## src/rtl/ffs_pkg.sv

```systemverilog
// Shared types and mask helpers for the find-first-set iterator.
package ffs_pkg;

   typedef enum logic [0:0] {
      ST_IDLE = 1'b0,
      ST_RUN  = 1'b1
   } ffs_state_e;

   // Helpers operate on a fixed wide mask; callers zero-extend and truncate.
   localparam int FFS_MAX_N = 1024;
   typedef logic [FFS_MAX_N-1:0] ffs_mask_t;

   function automatic ffs_mask_t ffs_onehot_clear(input ffs_mask_t mask,
                                                  input int unsigned idx,
                                                  input int unsigned n);
      return mask & ~(ffs_mask_t'(1) << (n - 32'd1 - idx));
   endfunction

   function automatic logic ffs_is_single(input ffs_mask_t mask);
      return (mask != '0) && ((mask & (mask - ffs_mask_t'(1))) == '0);
   endfunction

endpackage

```

## src/rtl/ffs_prio_enc.sv

```systemverilog
// Combinational MSB-first priority encoder: index 0 is bit N_CANDIDATES-1.
module ffs_prio_enc
   import ffs_pkg::*;
#(
   parameter  int N_CANDIDATES = 8,
   localparam int IDX_W        = $clog2(N_CANDIDATES)
) (
   input  logic [N_CANDIDATES-1:0] i_data,
   output logic [IDX_W-1:0]        o_index,
   output logic                    o_found
);

   localparam int LVL = IDX_W;
   localparam int P   = 1 << LVL;

   // Bit-reversed so the lowest set position is the MSB-first index; padding stays zero.
   logic [P-1:0] rev_s;

   for (genvar g = 0; g < N_CANDIDATES; g++) begin : g_rev
      assign rev_s[g] = i_data[N_CANDIDATES-1-g];
   end

   if (P > N_CANDIDATES) begin : g_pad
      assign rev_s[P-1:N_CANDIDATES] = '0;
   end

   for (genvar l = 0; l <= LVL; l++) begin : g_lvl
      localparam int NN = P >> l;
      logic [NN-1:0]    found_s;
      logic [IDX_W-1:0] idx_s [NN];

      if (l == 0) begin : g_leaf
         assign found_s = rev_s;
         for (genvar j = 0; j < NN; j++) begin : g_node
            assign idx_s[j] = '0;
         end
      end else begin : g_tree
         for (genvar j = 0; j < NN; j++) begin : g_node
            assign found_s[j] = g_lvl[l-1].found_s[2*j] | g_lvl[l-1].found_s[2*j+1];
            assign idx_s[j]   = g_lvl[l-1].found_s[2*j] ? g_lvl[l-1].idx_s[2*j]
                              : (g_lvl[l-1].idx_s[2*j+1] | IDX_W'(32'd1 << (l-1)));
         end
      end
   end

   assign o_found = g_lvl[LVL].found_s[0];
   assign o_index = o_found ? g_lvl[LVL].idx_s[0] : '0;

endmodule

```

## src/rtl/ffs_iterator.sv

```systemverilog
// Walks every set bit of an accepted vector, one MSB-first index per beat.
// Optional FFS_ITER_ABORT_EN adds i_abort to drop the remaining beats.
module ffs_iterator
   import ffs_pkg::*;
#(
   parameter  int N_CANDIDATES = 8,
   localparam int IDX_W        = $clog2(N_CANDIDATES)
) (
   input  logic                    i_clk,
   input  logic                    i_rst,
   input  logic                    i_valid,
   output logic                    o_ready,
   input  logic [N_CANDIDATES-1:0] i_data,
   output logic                    o_valid,
   input  logic                    i_ready,
`ifdef FFS_ITER_ABORT_EN
   input  logic                    i_abort,
`endif
   output logic [IDX_W-1:0]        o_index,
   output logic                    o_last,
   output logic                    o_empty
);

   ffs_state_e              state_q, state_d;
   logic [N_CANDIDATES-1:0] mask_q,  mask_d;
   logic                    empty_q, empty_d;
   logic [IDX_W-1:0]        enc_idx_s;
   logic                    enc_found_s;
   logic                    last_s;
   logic                    abort_s;

`ifdef FFS_ITER_ABORT_EN
   assign abort_s = i_abort;
`else
   assign abort_s = 1'b0;
`endif

   ffs_prio_enc #(
      .N_CANDIDATES(N_CANDIDATES)
   ) u_enc (
      .i_data (mask_q),
      .o_index(enc_idx_s),
      .o_found(enc_found_s)
   );

   assign last_s = ffs_is_single(ffs_mask_t'(mask_q)) | empty_q;

   // State, mask and empty-flag registers.
   always_ff @(posedge i_clk) begin
      if (i_rst) begin
         state_q <= ST_IDLE;
         mask_q  <= '0;
         empty_q <= 1'b0;
      end else begin
         state_q <= state_d;
         mask_q  <= mask_d;
         empty_q <= empty_d;
      end
   end

   // Next state: accept in idle, retire one bit per transfer in run.
   always_comb begin
      state_d = state_q;
      mask_d  = mask_q;
      empty_d = empty_q;
      case (state_q)
         ST_IDLE: begin
            if (i_valid) begin
               mask_d  = i_data;
               empty_d = (i_data == '0);
               state_d = ST_RUN;
            end else begin
               state_d = ST_IDLE;
            end
         end
         ST_RUN: begin
            // An abort coinciding with a transfer still counts that beat as delivered.
            if (abort_s) begin
               state_d = ST_IDLE;
               mask_d  = '0;
               empty_d = 1'b0;
            end else if (i_ready) begin
               mask_d = N_CANDIDATES'(ffs_onehot_clear(ffs_mask_t'(mask_q),
                                                       32'(enc_idx_s),
                                                       32'(N_CANDIDATES)));
               if (last_s) begin
                  state_d = ST_IDLE;
                  empty_d = 1'b0;
               end else begin
                  state_d = ST_RUN;
               end
            end else begin
               state_d = ST_RUN;
            end
         end
         default: begin
            state_d = ST_IDLE;
            mask_d  = '0;
            empty_d = 1'b0;
         end
      endcase
   end

   // Outputs are forced quiet while reset is asserted.
   always_comb begin
      o_ready = 1'b0;
      o_valid = 1'b0;
      o_index = '0;
      o_last  = 1'b0;
      o_empty = 1'b0;
      if (!i_rst && (state_q == ST_RUN)) begin
         o_valid = 1'b1;
         o_index = (enc_found_s && !empty_q) ? enc_idx_s : '0;
         o_last  = last_s;
         o_empty = empty_q;
      end else if (!i_rst && (state_q == ST_IDLE)) begin
         o_ready = 1'b1;
      end else begin
         o_ready = 1'b0;
      end
   end

endmodule
```

## config.mk

```make
export PLATFORM = sky130hd
export DESIGN_NAME = ffs_iterator
export DESIGN_NICKNAME = d
export VERILOG_FILES = /design/src/rtl/ffs_pkg.sv /design/src/rtl/ffs_prio_enc.sv /design/src/rtl/ffs_iterator.sv
export SDC_FILE = /design/constraint.sdc
export NUM_CORES = 1
export LEC_CHECK = 0
export ABC_AREA = 0
export ABC_CLOCK_PERIOD_IN_PS = 2100
export CAP_MARGIN = 30
export CORE_MARGIN = 4
export CORE_UTILIZATION = 45
export DETAILED_ROUTE_END_ITERATION = 10
export PLACE_DENSITY = 0.75
export RECOVER_POWER = 100
export SLEW_MARGIN = 10
export SYNTH_ARGS = -nofsm -noshare
export SYNTH_HDL_FRONTEND = slang
export SYNTH_SLANG_ARGS = --single-unit
export TNS_END_PERCENT = 100
```

## constraint.sdc

```tcl
create_clock -name i_clk -period 2.1 [get_ports i_clk]
set_input_delay 0.42 -clock i_clk [delete_from_list [all_inputs] [get_ports i_clk]]
set_output_delay 0.42 -clock i_clk [all_outputs]
set_load 0.005 [all_outputs]
```

met1.png
Supply wires on this layer in gray.
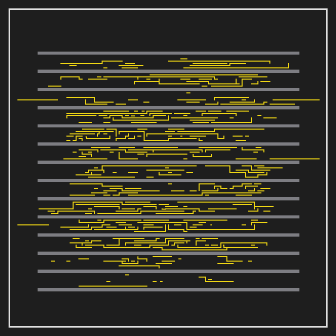
longest straight run: 16.6 um
wire length on this layer: 943 um
nets with wire on the layer: 122
main direction: horizontal
Routed Wire Length: 2030 um
GR Util met1: 26.5%
vias: 835

metal_stack.png
Only two layers are drawn.
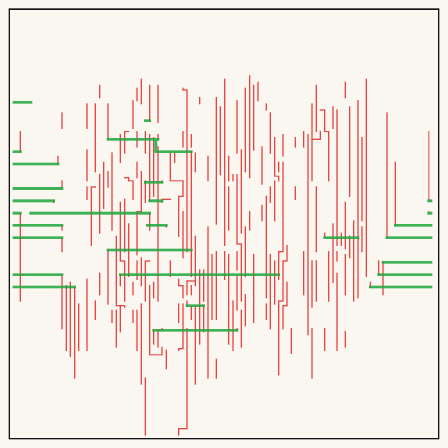
| layer | color | wire length |
|---|---|---|
| met2 | red | 924 um |
| met3 | green | 138 um |

zoom.png
Scale bar: 10 um. Region (9, 9) to (39, 39) um. Cells in gray, sequential cells in the stronger gray; small squares are vias.
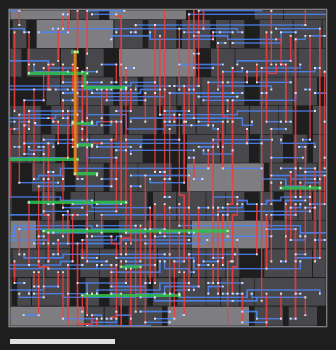
| layer | color |
|---|---|
| met4 | orange |
| met2 | red |
| met1 | blue |
| met3 | green |
cells with their middle in the window: 100
sequential cells in the window: 6
most frequent: buf_4 (13), nand2_1 (10), nor2_1 (9)
netlist names of flops here include: mask_q (5), state_q (1)

port_nets.png
Scale bar: 10 um.
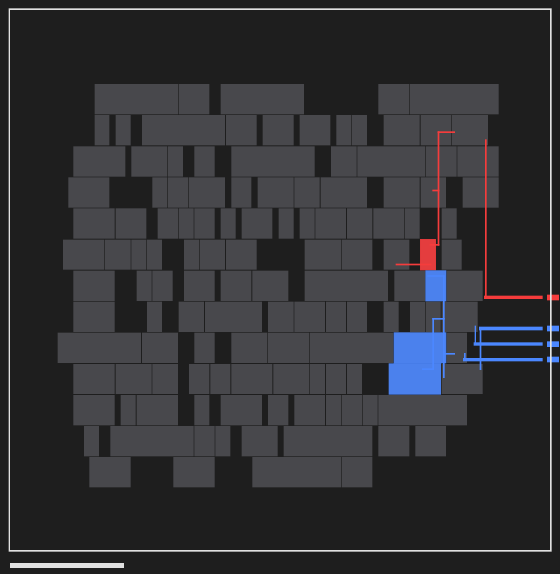
| port | color | bits | direction | edge | end cells | buffers | wire |
|---|---|---|---|---|---|---|---|
| o_index | blue | 3 | output | east | 3 | 3 | 40.7 um |
| o_valid | red | 1 | output | east | 1 | 1 | 34.0 um |

==> flow_summary.yaml <==
# synthesis and place-and-route metrics
hold_path:
  min-delay-start: "mask_q[4]"
  holdPathEnd: "mask_q[4]"
clocking:
  clock_sinks: 10
  cts_max_level: 1
  cts_buffers: 3
status:
  failed_checks: "negative setup slack"
  status: "finished, violations left"
power_and_ir_drop:
  p_clk_share_pct: 29.0
  vdd_drop_max_v: 0.000416
  seq_cell_power_mw: 0.214
cells_and_area:
  sh_seq_area_pct: 19.3
  flop_area_sq_um: 203
  logic_area_sq_um: 483
  diodes: 0
placement:
  dp_slack_ns: -0.299
worst_setup_path:
  start_kind: "flop"
  rr_startpoint: "mask_q[1]"
  reg2reg_depth: 6
logic_synthesis:
  yosysSeqAreaShare_pct: 28.9
  logic_family: "AND-OR/OR-AND gates"
  synth-adder-area-share_pct: 0
  synth_top_area_share_pct: 28.9
detailed_routing:
  route.met2.wl_um: 924
global_routing:
  grt_pass1_vias: 742
timing:
  max_clock_freq_mhz: 458
  setup_slack_ns: -0.0843
  setup_viol_count_final: 3
